### Nets reached from selected ports

The bar under the picture is 20 um long.
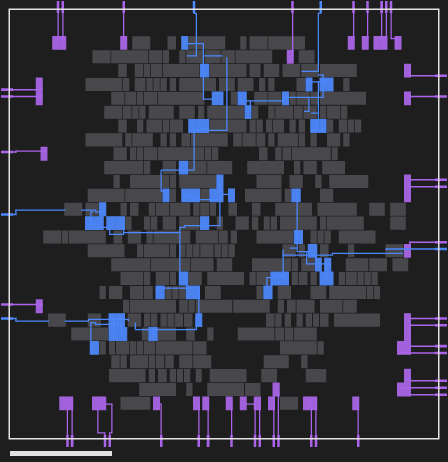
### Congestion heat map

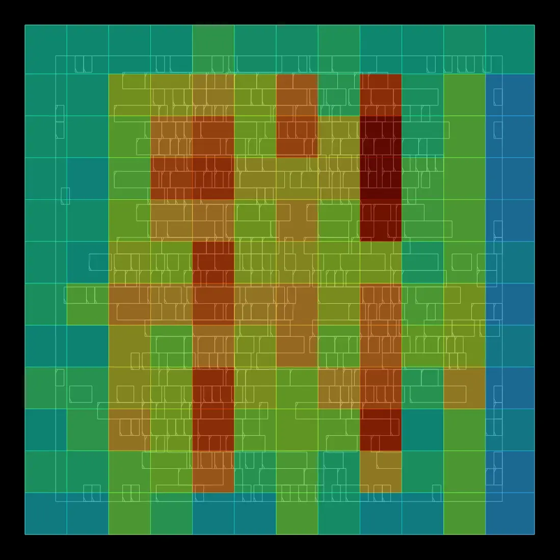
==> src/rtl/multi_seq_detector.sv <==
// Multi-channel serial pattern detector: each channel matches one programmable PATTERN,
// with overlap/non-overlap mode and back-to-back match flagging. Macro SEQ_MATCH_CNT_EN adds
// per-channel saturating match counters.

module msd_lane #(
  parameter int                 PAT_LEN = 4,
  parameter logic [PAT_LEN-1:0] PATTERN = 4'b1010,
  parameter int                 CNT_W   = 8
) (
  input  logic             clk,
  input  logic             rst,
  input  logic             bit_i,
  input  logic             vld_i,
  input  logic             ovl_i,
  input  logic             clr_i,
  output logic [1:0]       code_o,
  output logic [CNT_W-1:0] cnt_o
);
  localparam int             FW   = $clog2(PAT_LEN + 1);
  localparam logic [FW-1:0]  FULL = FW'(PAT_LEN);

  typedef enum logic {FILL = 1'b0, ARMED = 1'b1} state_e;

  state_e             state_q, state_d;
  logic [PAT_LEN-1:0] hist_q, hist_d, shifted;
  logic [FW-1:0]      fcnt_q, fcnt_d, fcnt_inc;
  logic               lm_q, lm_d;
  logic               match;
  logic [1:0]         code_q, code_d;

  always_comb begin
    shifted  = {hist_q[PAT_LEN-2:0], bit_i};
    fcnt_inc = (fcnt_q == FULL) ? FULL : fcnt_q + 1'b1;
    match    = vld_i && (shifted == PATTERN) && (fcnt_inc == FULL);

    hist_d = hist_q;
    fcnt_d = fcnt_q;
    lm_d   = lm_q;
    if (vld_i) begin
      hist_d = shifted;
      lm_d   = match;
      // Non-overlap mode restarts the fill so the next match needs PAT_LEN fresh bits.
      fcnt_d = (match && !ovl_i) ? '0 : fcnt_inc;
    end

    state_d = (fcnt_d == FULL) ? ARMED : FILL;

    code_d = {1'b0, state_d == ARMED};
    if (match) code_d = {1'b1, lm_q};
  end

  always_ff @(posedge clk) begin
    if (rst) begin
      state_q <= FILL;
      hist_q  <= '0;
      fcnt_q  <= '0;
      lm_q    <= 1'b0;
      code_q  <= 2'b00;
    end else begin
      state_q <= state_d;
      hist_q  <= hist_d;
      fcnt_q  <= fcnt_d;
      lm_q    <= lm_d;
      code_q  <= code_d;
    end
  end

  assign code_o = code_q;

`ifdef SEQ_MATCH_CNT_EN
  logic [CNT_W-1:0] cnt_q, cnt_d;

  // A clear coinciding with a match keeps that match, so the count restarts at 1.
  always_comb begin
    cnt_d = cnt_q;
    if (clr_i)                         cnt_d = match ? CNT_W'(1) : '0;
    else if (match && (cnt_q != '1))   cnt_d = cnt_q + 1'b1;
  end

  always_ff @(posedge clk) begin
    if (rst) cnt_q <= '0;
    else     cnt_q <= cnt_d;
  end

  assign cnt_o = cnt_q;
`else
  logic unused_clr;
  assign unused_clr = clr_i;
  assign cnt_o      = '0;
`endif

endmodule

module multi_seq_detector #(
  parameter int                 CHANNELS = 5,
  parameter int                 PAT_LEN  = 4,
  parameter logic [PAT_LEN-1:0] PATTERN  = 4'b1010,
  parameter int                 CNT_W    = 8
) (
  input  logic                      clk,
  input  logic                      rst,
  input  logic [CHANNELS-1:0]       inp,
  input  logic [CHANNELS-1:0]       in_valid,
  input  logic                      mode_ovl,
  input  logic                      cnt_clr,
  output logic [2*CHANNELS-1:0]     out,
  output logic [CNT_W*CHANNELS-1:0] match_cnt
);
  logic [CHANNELS-1:0][1:0]       code;
  logic [CHANNELS-1:0][CNT_W-1:0] cnt;

  for (genvar c = 0; c < CHANNELS; c++) begin : g_lane
    msd_lane #(
      .PAT_LEN (PAT_LEN),
      .PATTERN (PATTERN),
      .CNT_W   (CNT_W)
    ) u_lane (
      .clk    (clk),
      .rst    (rst),
      .bit_i  (inp[c]),
      .vld_i  (in_valid[c]),
      .ovl_i  (mode_ovl),
      .clr_i  (cnt_clr),
      .code_o (code[c]),
      .cnt_o  (cnt[c])
    );
  end

  assign out       = code;
  assign match_cnt = cnt;

endmodule

==> config.mk <==
export PLATFORM = sky130hd
export DESIGN_NAME = multi_seq_detector
export DESIGN_NICKNAME = d
export VERILOG_FILES = /design/src/rtl/multi_seq_detector.sv
export SDC_FILE = /design/constraint.sdc
export NUM_CORES = 1
export LEC_CHECK = 0
export ABC_AREA = 1
export CAP_MARGIN = 20
export CORE_MARGIN = 5
export CORE_UTILIZATION = 44
export CTS_CLUSTER_DIAMETER = 80
export DETAILED_ROUTE_END_ITERATION = 16
export GPL_ROUTABILITY_DRIVEN = 0
export PLACE_DENSITY = 0.76
export SLEW_MARGIN = 20
export SYNTH_ARGS = -nofsm -noshare
export SYNTH_HDL_FRONTEND = slang
export SYNTH_SLANG_ARGS = --single-unit
==> constraint.sdc <==
create_clock -name clk -period 1.4 [get_ports clk]
set_input_delay 0.28 -clock clk [delete_from_list [all_inputs] [get_ports clk]]
set_output_delay 0.28 -clock clk [all_outputs]
set_load 0.03 [all_outputs]
==> flow_summary.yaml <==
# synthesis and place-and-route metrics
status:
  status: "finished with violations"
  failed_checks: "setup timing"
final_timing:
  setup-violations-final: 1
  rsz0062_at_grt: "yes"
  post-route-worst-setup-slack_ns: -0.003974
  worst_clock_skew_ns: 0.004112
setup_path:
  worst_path_max_delay_cell: "sky130_fd_sc_hd__dfxtp_2"
  critical_path.endpoint_type: "register"
finish:
  final_cells: 467
  layout-drive-gt1-share: 0.2380
  count_of_clock_buffers_in_the_final_design: 5
  sh_seq_area: 0.2981
  filler_cell_count: 496
  antenna_diode_count: 0
  fin_nets: 420
  ff_count: 45
  n_all_buffers: 61
  cell_class_with_the_largest_area_share: "multi-input combinational cells"
  multi_input_gate_share_of_the_layout_cell_area: 0.4214
clocking:
  clock-root-buffer: "sky130_fd_sc_hd__clkbuf_8"
drt:
  dr.first_iter.drc_count: 180
  drt-pass1-iter-count: 4
  remaining_antenna_violation_count_after_routing: 0
  vias_per_cell: 4.529
job:
  maxCapViolCount: 0
placed_design:
  dpl.hpwl_um: 3544
  pre_cts_slack_ns: -0.1828
pwr:
  power.density_nw_per_um2: 961.6
  p_leak_nw: 1.474
logic_synthesis:
  synth_simple_gate_area_share: 0.2401
  ys_cells: 336
floorplan:
  nWellTaps: 72
-- 'Nets reached from selected ports' (at the start) --
`in_valid`: shown in blue, direction input, end cells 44, buffers 11, wire 362 um. `match_cnt`: shown in purple, direction output, end cells 40, buffers 0, wire 251 um.
tally of buffers added on design ports: 22
count of boundary I/O pins: 64

-- 'Congestion heat map' (at the start) --
global routing's busiest layer: met2
global-route total usage across every layer: 0.1362
wire per inst: 10.80 um

-- final timing paths --
check                                  start                          to  slack [ns]  cells after the start
setup / recovery  g_lane[0].u_lane.fcnt_q[0]  g_lane[0].u_lane.code_o[0]      -0.004                      8
setup reg to reg  g_lane[0].u_lane.fcnt_q[0]  g_lane[0].u_lane.code_o[0]      -0.004                      8
hold / removal         g_lane[4].u_lane.lm_q  g_lane[4].u_lane.code_o[0]        0.45                      2
hold reg to reg        g_lane[4].u_lane.lm_q  g_lane[4].u_lane.code_o[0]        0.45                      2
-- metal layers --
layer  vias to the layer above  GRT usage  share of wire
li1                       1089          -              -
met1                       972     0.1522           0.42
met2                        43     0.2458           0.52
met3                        11    0.02468          0.045
met4                         0    0.06725          0.024
met5                         -          0              0
-- Yosys cell counts, drive strengths merged --
master,n,area share
a21boi,5,0.016
a21oi,22,0.046
buf,45,0.14
clkbuf,2,0.0031
conb,1,0.0016
dfxtp,45,0.37
ha,10,0.052
inv,48,0.075
nand2,64,0.10
nand3,19,0.044
nand4,4,0.013
nor2,41,0.066
nor3,3,0.010
nor3b,1,0.0052
o21ai,26,0.054
-- tightest hold or removal path: cells and delay by family (launching register included) --
kind / cells / cell delay (ns)
flops: 1 / 0.31
simple gates: 2 / 0.10
-- power breakdown --
part	internal, mW	switching, mW
Sequential	1.35	0.0389
Combinational	0.301	0.501
Clock	0.329	0.414
-- through the flow --
step | utilization | hold WS [ns]
floorplan | - | 0.3887
global placement | 0.5190 | 0.4384
detailed placement | 0.5190 | 0.4436
CTS | 0.5421 | 0.4481
global route | 0.5653 | 0.4740
finish | 0.5653 | 0.4531
-- state kept, by name, indices dropped and copies added (netlist names) --
signal,cells
g_lane.u_lane.hist_q,15
g_lane.u_lane.fcnt_q,15
g_lane.u_lane.code_o,10
g_lane.u_lane.lm_q,5
No activity file was given, so power comes from the tool's default toggle rates.
